===== config.mk =====
export PLATFORM = sky130hd
export DESIGN_NAME = lut_layer_pipe_flat
export DESIGN_NICKNAME = d
export VERILOG_FILES = /design/src/rtl/lut_layer_pipe_if.sv /design/src/rtl/lut_layer_pipe.sv /design/src/flat_wrapper.sv
export SDC_FILE = /design/constraint.sdc
export NUM_CORES = 2
export LEC_CHECK = 0
export CAP_MARGIN = 25
export CORE_MARGIN = 4
export CORE_UTILIZATION = 50
export CTS_CLUSTER_SIZE = 28
export DETAILED_ROUTE_END_ITERATION = 7
export PLACE_DENSITY = 0.7
export SLEW_MARGIN = 20
export SYNTH_ARGS = -nofsm -noshare
export SYNTH_HDL_FRONTEND = slang
export SYNTH_SLANG_ARGS = --single-unit
export TNS_END_PERCENT = 1

===== constraint.sdc =====
create_clock -name clk -period 2.6 [get_ports clk]
set_clock_uncertainty 0.2 [all_clocks]
set_input_delay 0.26 -clock clk [delete_from_list [all_inputs] [get_ports clk]]
set_output_delay 0.26 -clock clk [all_outputs]
set_load 0.02 [all_outputs]

===== src/rtl/lut_layer_pipe_if.sv =====
// Handshake, data and table-programming bundle for lut_layer_pipe.
// LUT_CFG_READBACK_EN adds the table readback signals.
interface lut_layer_pipe_if #(
    parameter int IN_BITS     = 6,
    parameter int OUT_BITS    = 1,
    parameter int NUM_NEURONS = 16,
    parameter int NIDX_W      = 4
);
    logic                            in_valid;
    logic                            in_ready;
    logic [NUM_NEURONS*IN_BITS-1:0]  in_data;
    logic                            out_valid;
    logic                            out_ready;
    logic [NUM_NEURONS*OUT_BITS-1:0] out_data;
    logic                            cfg_we;
    logic [NIDX_W-1:0]               cfg_neuron;
    logic [IN_BITS-1:0]              cfg_addr;
    logic [OUT_BITS-1:0]             cfg_wdata;
`ifdef LUT_CFG_READBACK_EN
    logic                            cfg_re;
    logic                            cfg_rvalid;
    logic [OUT_BITS-1:0]             cfg_rdata;

    modport master (
        output in_valid, in_data, out_ready, cfg_we, cfg_neuron, cfg_addr, cfg_wdata, cfg_re,
        input  in_ready, out_valid, out_data, cfg_rvalid, cfg_rdata
    );
    modport slave (
        input  in_valid, in_data, out_ready, cfg_we, cfg_neuron, cfg_addr, cfg_wdata, cfg_re,
        output in_ready, out_valid, out_data, cfg_rvalid, cfg_rdata
    );
`else
    modport master (
        output in_valid, in_data, out_ready, cfg_we, cfg_neuron, cfg_addr, cfg_wdata,
        input  in_ready, out_valid, out_data
    );
    modport slave (
        input  in_valid, in_data, out_ready, cfg_we, cfg_neuron, cfg_addr, cfg_wdata,
        output in_ready, out_valid, out_data
    );
`endif
endinterface


===== src/rtl/lut_layer_pipe.sv =====
// Two-stage pipelined layer of runtime-programmable LUT neurons with valid/ready on both sides.
// Optional table readback port is enabled by LUT_CFG_READBACK_EN.
module lut_layer_pipe #(
    parameter int IN_BITS     = 6,
    parameter int OUT_BITS    = 1,
    parameter int NUM_NEURONS = 16,
    parameter int NIDX_W      = 4
) (
    input  logic              clk,
    input  logic              rst,
    lut_layer_pipe_if.slave   bus
);
    localparam int DEPTH = 2 ** IN_BITS;

    logic                           v1_r;
    logic                           v2_r;
    logic [NUM_NEURONS*IN_BITS-1:0] d1_r;
    logic                           adv1_s;
    logic                           adv2_s;
    logic                           lu_en_s;

    assign adv2_s       = ~v2_r | bus.out_ready;
    assign adv1_s       = ~v1_r | adv2_s;
    assign lu_en_s      = v1_r & adv2_s;
    assign bus.in_ready = adv1_s;
    assign bus.out_valid = v2_r;

    // Stage valids and the S1 address register; S2 valid follows S1 whenever S2 advances.
    always_ff @(posedge clk) begin
        if (rst) begin
            v1_r <= 1'b0;
            v2_r <= 1'b0;
            d1_r <= '0;
        end else begin
            if (adv1_s) begin
                v1_r <= bus.in_valid;
                if (bus.in_valid) begin
                    d1_r <= bus.in_data;
                end
            end
            if (adv2_s) begin
                v2_r <= v1_r;
            end
        end
    end

`ifdef LUT_CFG_READBACK_EN
    logic [NUM_NEURONS*OUT_BITS-1:0] rd_all_s;
    logic [NUM_NEURONS-1:0]          rd_hit_s;
    logic [OUT_BITS-1:0]             rd_sel_s;
    logic                            cfg_rvalid_r;
    logic [OUT_BITS-1:0]             cfg_rdata_r;
`endif

    genvar n;
    generate
        for (n = 0; n < NUM_NEURONS; n++) begin : g_neuron
            // An index that never matches keeps out-of-range writes from touching any table.
            localparam logic [NIDX_W-1:0] NID = NIDX_W'(n);

            logic [OUT_BITS-1:0] tbl_r [DEPTH];
            logic [OUT_BITS-1:0] act_r;
            logic                wr_en_s;

            assign wr_en_s = bus.cfg_we & (bus.cfg_neuron == NID);

            // Truth table storage; writes land at the edge regardless of pipeline state.
            always_ff @(posedge clk) begin
                if (rst) begin
                    for (int a = 0; a < DEPTH; a++) begin
                        tbl_r[a] <= '0;
                    end
                end else if (wr_en_s) begin
                    tbl_r[bus.cfg_addr] <= bus.cfg_wdata;
                end
            end

            // S2 lookup reads the table before any same-edge write takes effect.
            always_ff @(posedge clk) begin
                if (rst) begin
                    act_r <= '0;
                end else if (lu_en_s) begin
                    act_r <= tbl_r[d1_r[n*IN_BITS +: IN_BITS]];
                end
            end

            assign bus.out_data[n*OUT_BITS +: OUT_BITS] = act_r;

`ifdef LUT_CFG_READBACK_EN
            assign rd_all_s[n*OUT_BITS +: OUT_BITS] = tbl_r[bus.cfg_addr];
            assign rd_hit_s[n]                      = (bus.cfg_neuron == NID);
`endif
        end
    endgenerate

`ifdef LUT_CFG_READBACK_EN
    // One-hot select across neurons; no hit (out-of-range index) yields zero.
    always_comb begin
        rd_sel_s = '0;
        for (int k = 0; k < NUM_NEURONS; k++) begin
            rd_sel_s = rd_sel_s | (rd_all_s[k*OUT_BITS +: OUT_BITS] & {OUT_BITS{rd_hit_s[k]}});
        end
    end

    // Registered readback response, one cycle after the request.
    always_ff @(posedge clk) begin
        if (rst) begin
            cfg_rvalid_r <= 1'b0;
            cfg_rdata_r  <= '0;
        end else begin
            cfg_rvalid_r <= bus.cfg_re;
            if (bus.cfg_re) begin
                cfg_rdata_r <= rd_sel_s;
            end
        end
    end

    assign bus.cfg_rvalid = cfg_rvalid_r;
    assign bus.cfg_rdata  = cfg_rdata_r;
`endif

endmodule


===== src/flat_wrapper.sv =====
// flat-port wrapper written by rule: the top's interface ports become plain ports
module lut_layer_pipe_flat 
#(
    parameter int IN_BITS     = 6,
    parameter int OUT_BITS    = 1,
    parameter int NUM_NEURONS = 16,
    parameter int NIDX_W      = 4
)
  (clk, rst, bus_in_valid, bus_in_data, bus_out_ready, bus_cfg_we, bus_cfg_neuron, bus_cfg_addr, bus_cfg_wdata, bus_in_ready, bus_out_valid, bus_out_data);
  lut_layer_pipe_if #(.IN_BITS(IN_BITS), .OUT_BITS(OUT_BITS), .NUM_NEURONS(NUM_NEURONS), .NIDX_W(NIDX_W)) bus_i ();
  input  logic clk;
  input  logic rst;
  input wire logic [$bits(bus_i.in_valid)-1:0] bus_in_valid;
  input wire logic [$bits(bus_i.in_data)-1:0] bus_in_data;
  input wire logic [$bits(bus_i.out_ready)-1:0] bus_out_ready;
  input wire logic [$bits(bus_i.cfg_we)-1:0] bus_cfg_we;
  input wire logic [$bits(bus_i.cfg_neuron)-1:0] bus_cfg_neuron;
  input wire logic [$bits(bus_i.cfg_addr)-1:0] bus_cfg_addr;
  input wire logic [$bits(bus_i.cfg_wdata)-1:0] bus_cfg_wdata;
  output wire logic [$bits(bus_i.in_ready)-1:0] bus_in_ready;
  output wire logic [$bits(bus_i.out_valid)-1:0] bus_out_valid;
  output wire logic [$bits(bus_i.out_data)-1:0] bus_out_data;
  assign bus_i.in_valid = bus_in_valid;
  assign bus_i.in_data = bus_in_data;
  assign bus_i.out_ready = bus_out_ready;
  assign bus_i.cfg_we = bus_cfg_we;
  assign bus_i.cfg_neuron = bus_cfg_neuron;
  assign bus_i.cfg_addr = bus_cfg_addr;
  assign bus_i.cfg_wdata = bus_cfg_wdata;
  assign bus_in_ready = bus_i.in_ready;
  assign bus_out_valid = bus_i.out_valid;
  assign bus_out_data = bus_i.out_data;
  lut_layer_pipe #(.IN_BITS(IN_BITS), .OUT_BITS(OUT_BITS), .NUM_NEURONS(NUM_NEURONS), .NIDX_W(NIDX_W)) u_core (.clk(clk), .rst(rst), .bus(bus_i));
endmodule

**Placed cells, one color a class**

Scale: 1.5 px per µm.
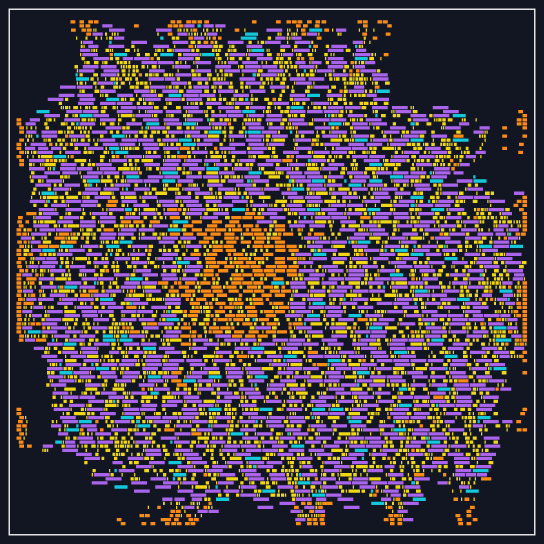
clock drivers and dummy loads -> cyan  # cells 225, share of their area 5.7%
remaining buffers and delay cells -> orange  # cells 551, share of their area 11%
sequential cells -> purple  # cells 1138, share of their area 50%
combinational and other logic -> yellow  # cells 3435, share of their area 34%

==> results.ini <==
[power_and_ir_drop]
seq_power_mw=21.3
switching_share_pct=23.3
leakage_nw=21.1
power_leader=registers
p_clk_mw=16.7
combPwrFrac_pct=8.8
p_total_mw=41.6
clockPowerShare_pct=40.1
p_int_mw=31.9
power.density_mw_per_mm2=608
p_switching_mw=9.67

[synth]
ys_sh_adder_pct=0
ys_warn_count=0
syn-cell-area_mm2=0.0582
async_flop_share_pct=0
synthXorXnorAreaFrac_pct=0
ys_sh_aoi_pct=16.9
synth_top_cell_by_area=edfxtp_1
yosys-top-cells-count=nor2_1 (1064), edfxtp_1 (1024), o21bai_1 (1024)
ys_cells=5255
synth.distinct_cells=38
top_cell_area_share_pct=52.8
synth_cells=5255
synth_seq_share_pct=56.7
ys_chip_area_mm2=0.0582
edf_count=1024
mux_area_share_pct=9.56
synth-main-ff-cell=edfxtp_1

[place]
port_buffers=129
dpl_cell_area_mm2=0.0637
pre_cts_slack_ns=0.0909
placedCellCount=6539

[layout]
fin_nets=5357
largest_reg_flops=1024
nClkBuffers=165
buffer_area_share_pct=10.3
comb_share_pct=33.2
num-nonclk-inverters=0
comb_area_mm2=0.0227
fillerInstances=9038
num-nonclk-buffers=551
ff_count=1138
seq-cell-share_pct=48.3
final_common_cell=nor2_1
regArea_mm2=0.0330
area_dominant_class=sequential cells
regMostFlops=u_core.g_neuron.tbl_r
drive_above_1_share_pct=13.4
stdcell_area_mm2=0.0684
clk_share_pct=5.49
final_cell_mix=nor2_1 (1064), o21bai_1 (1024), edfxtp_1 (1024)

[clock_tree]
htreeDepth=3
postCtsSetupBuffers=0
clockBufferDepth=3
cts_made_buffers=119
clk_latency_ns=0.72
holdBufCountCts=97
root_buffer=clkbuf_16
clkTransAtPathRegs_ns=0.06
cts.sinks=1138

[routing]
vias=42600
finalWirelength_um=175000
route.met3.wl_um=18800
drt_iter0_markers=5599
topRoutingLayerUsed=met5
remaining_drc_errors=0
antenna_left=0
wl_per_cell_um=25.6
vias_per_cell=6.21

[sta]
clock.fmax_mhz=400
drv_slew=0
hold_viol_final=0
setup_tns_ns=0
rsz0062_at_grt=no
setup_slack_ns=0.103
worst_pin_slew_ns=1.05
period_minus_slack_ns=2.50
setup_viol=0
hold_slack_ns=0.0528
period_used_pct=96.0

[setup_path]
r2r_start=u_core.d1_r[80]
cp.required_ns=2.14
r2r.worst_path.cells=6
r2r_setup_slack_ns=0.18
critPathSlowestCell=clkdlybuf4s50_1
cp_num_cells=3
slowest_delay_ns=0.58
crit_type=flip-flop to output pin
crit_family=buffers and inverters
cp_max_fo=3
cp-endpoint=bus_in_ready
endpoint_kind=output pin
worst-path-buf-inv=1
crit_path_cell_trace=nor2b_1 > nand2_1 > clkdlybuf4s50_1
cp.arrival_ns=2.04

[flow_run]
warnings=42
drv_cap=0

[global_route]
grt_max_degree=232
grt_pass1_wl_um=259000
antenna_found_initial=4
grtUsageTotal_pct=28.2
overflow=0
grt_use_met2_pct=44.2
grt_pass1_vias=40800
met3_usage_pct=5.99
globalRoute.busiestLayer=met2

[worst_hold_path]
min-delay-start=bus_in_valid
whs_path_depth=3
holdCritPathClass=input port to flip-flop

[floorplanning]
fp_util_pct=50.7
core_area_mm2=0.115
die-height_um=349
io_pins=130
die-area_mm2=0.122
fp.dieW_um=349

[run_status]
outcome=complete, no violations

**Cell outlines without signal wires**

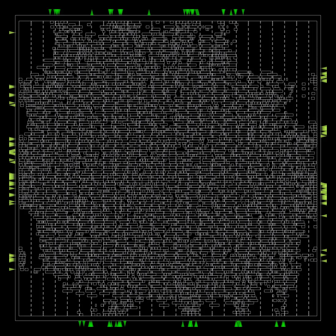
Final Util: 59.5%
tapcell count: 1512
row cnt: 124
fin cells: 6865

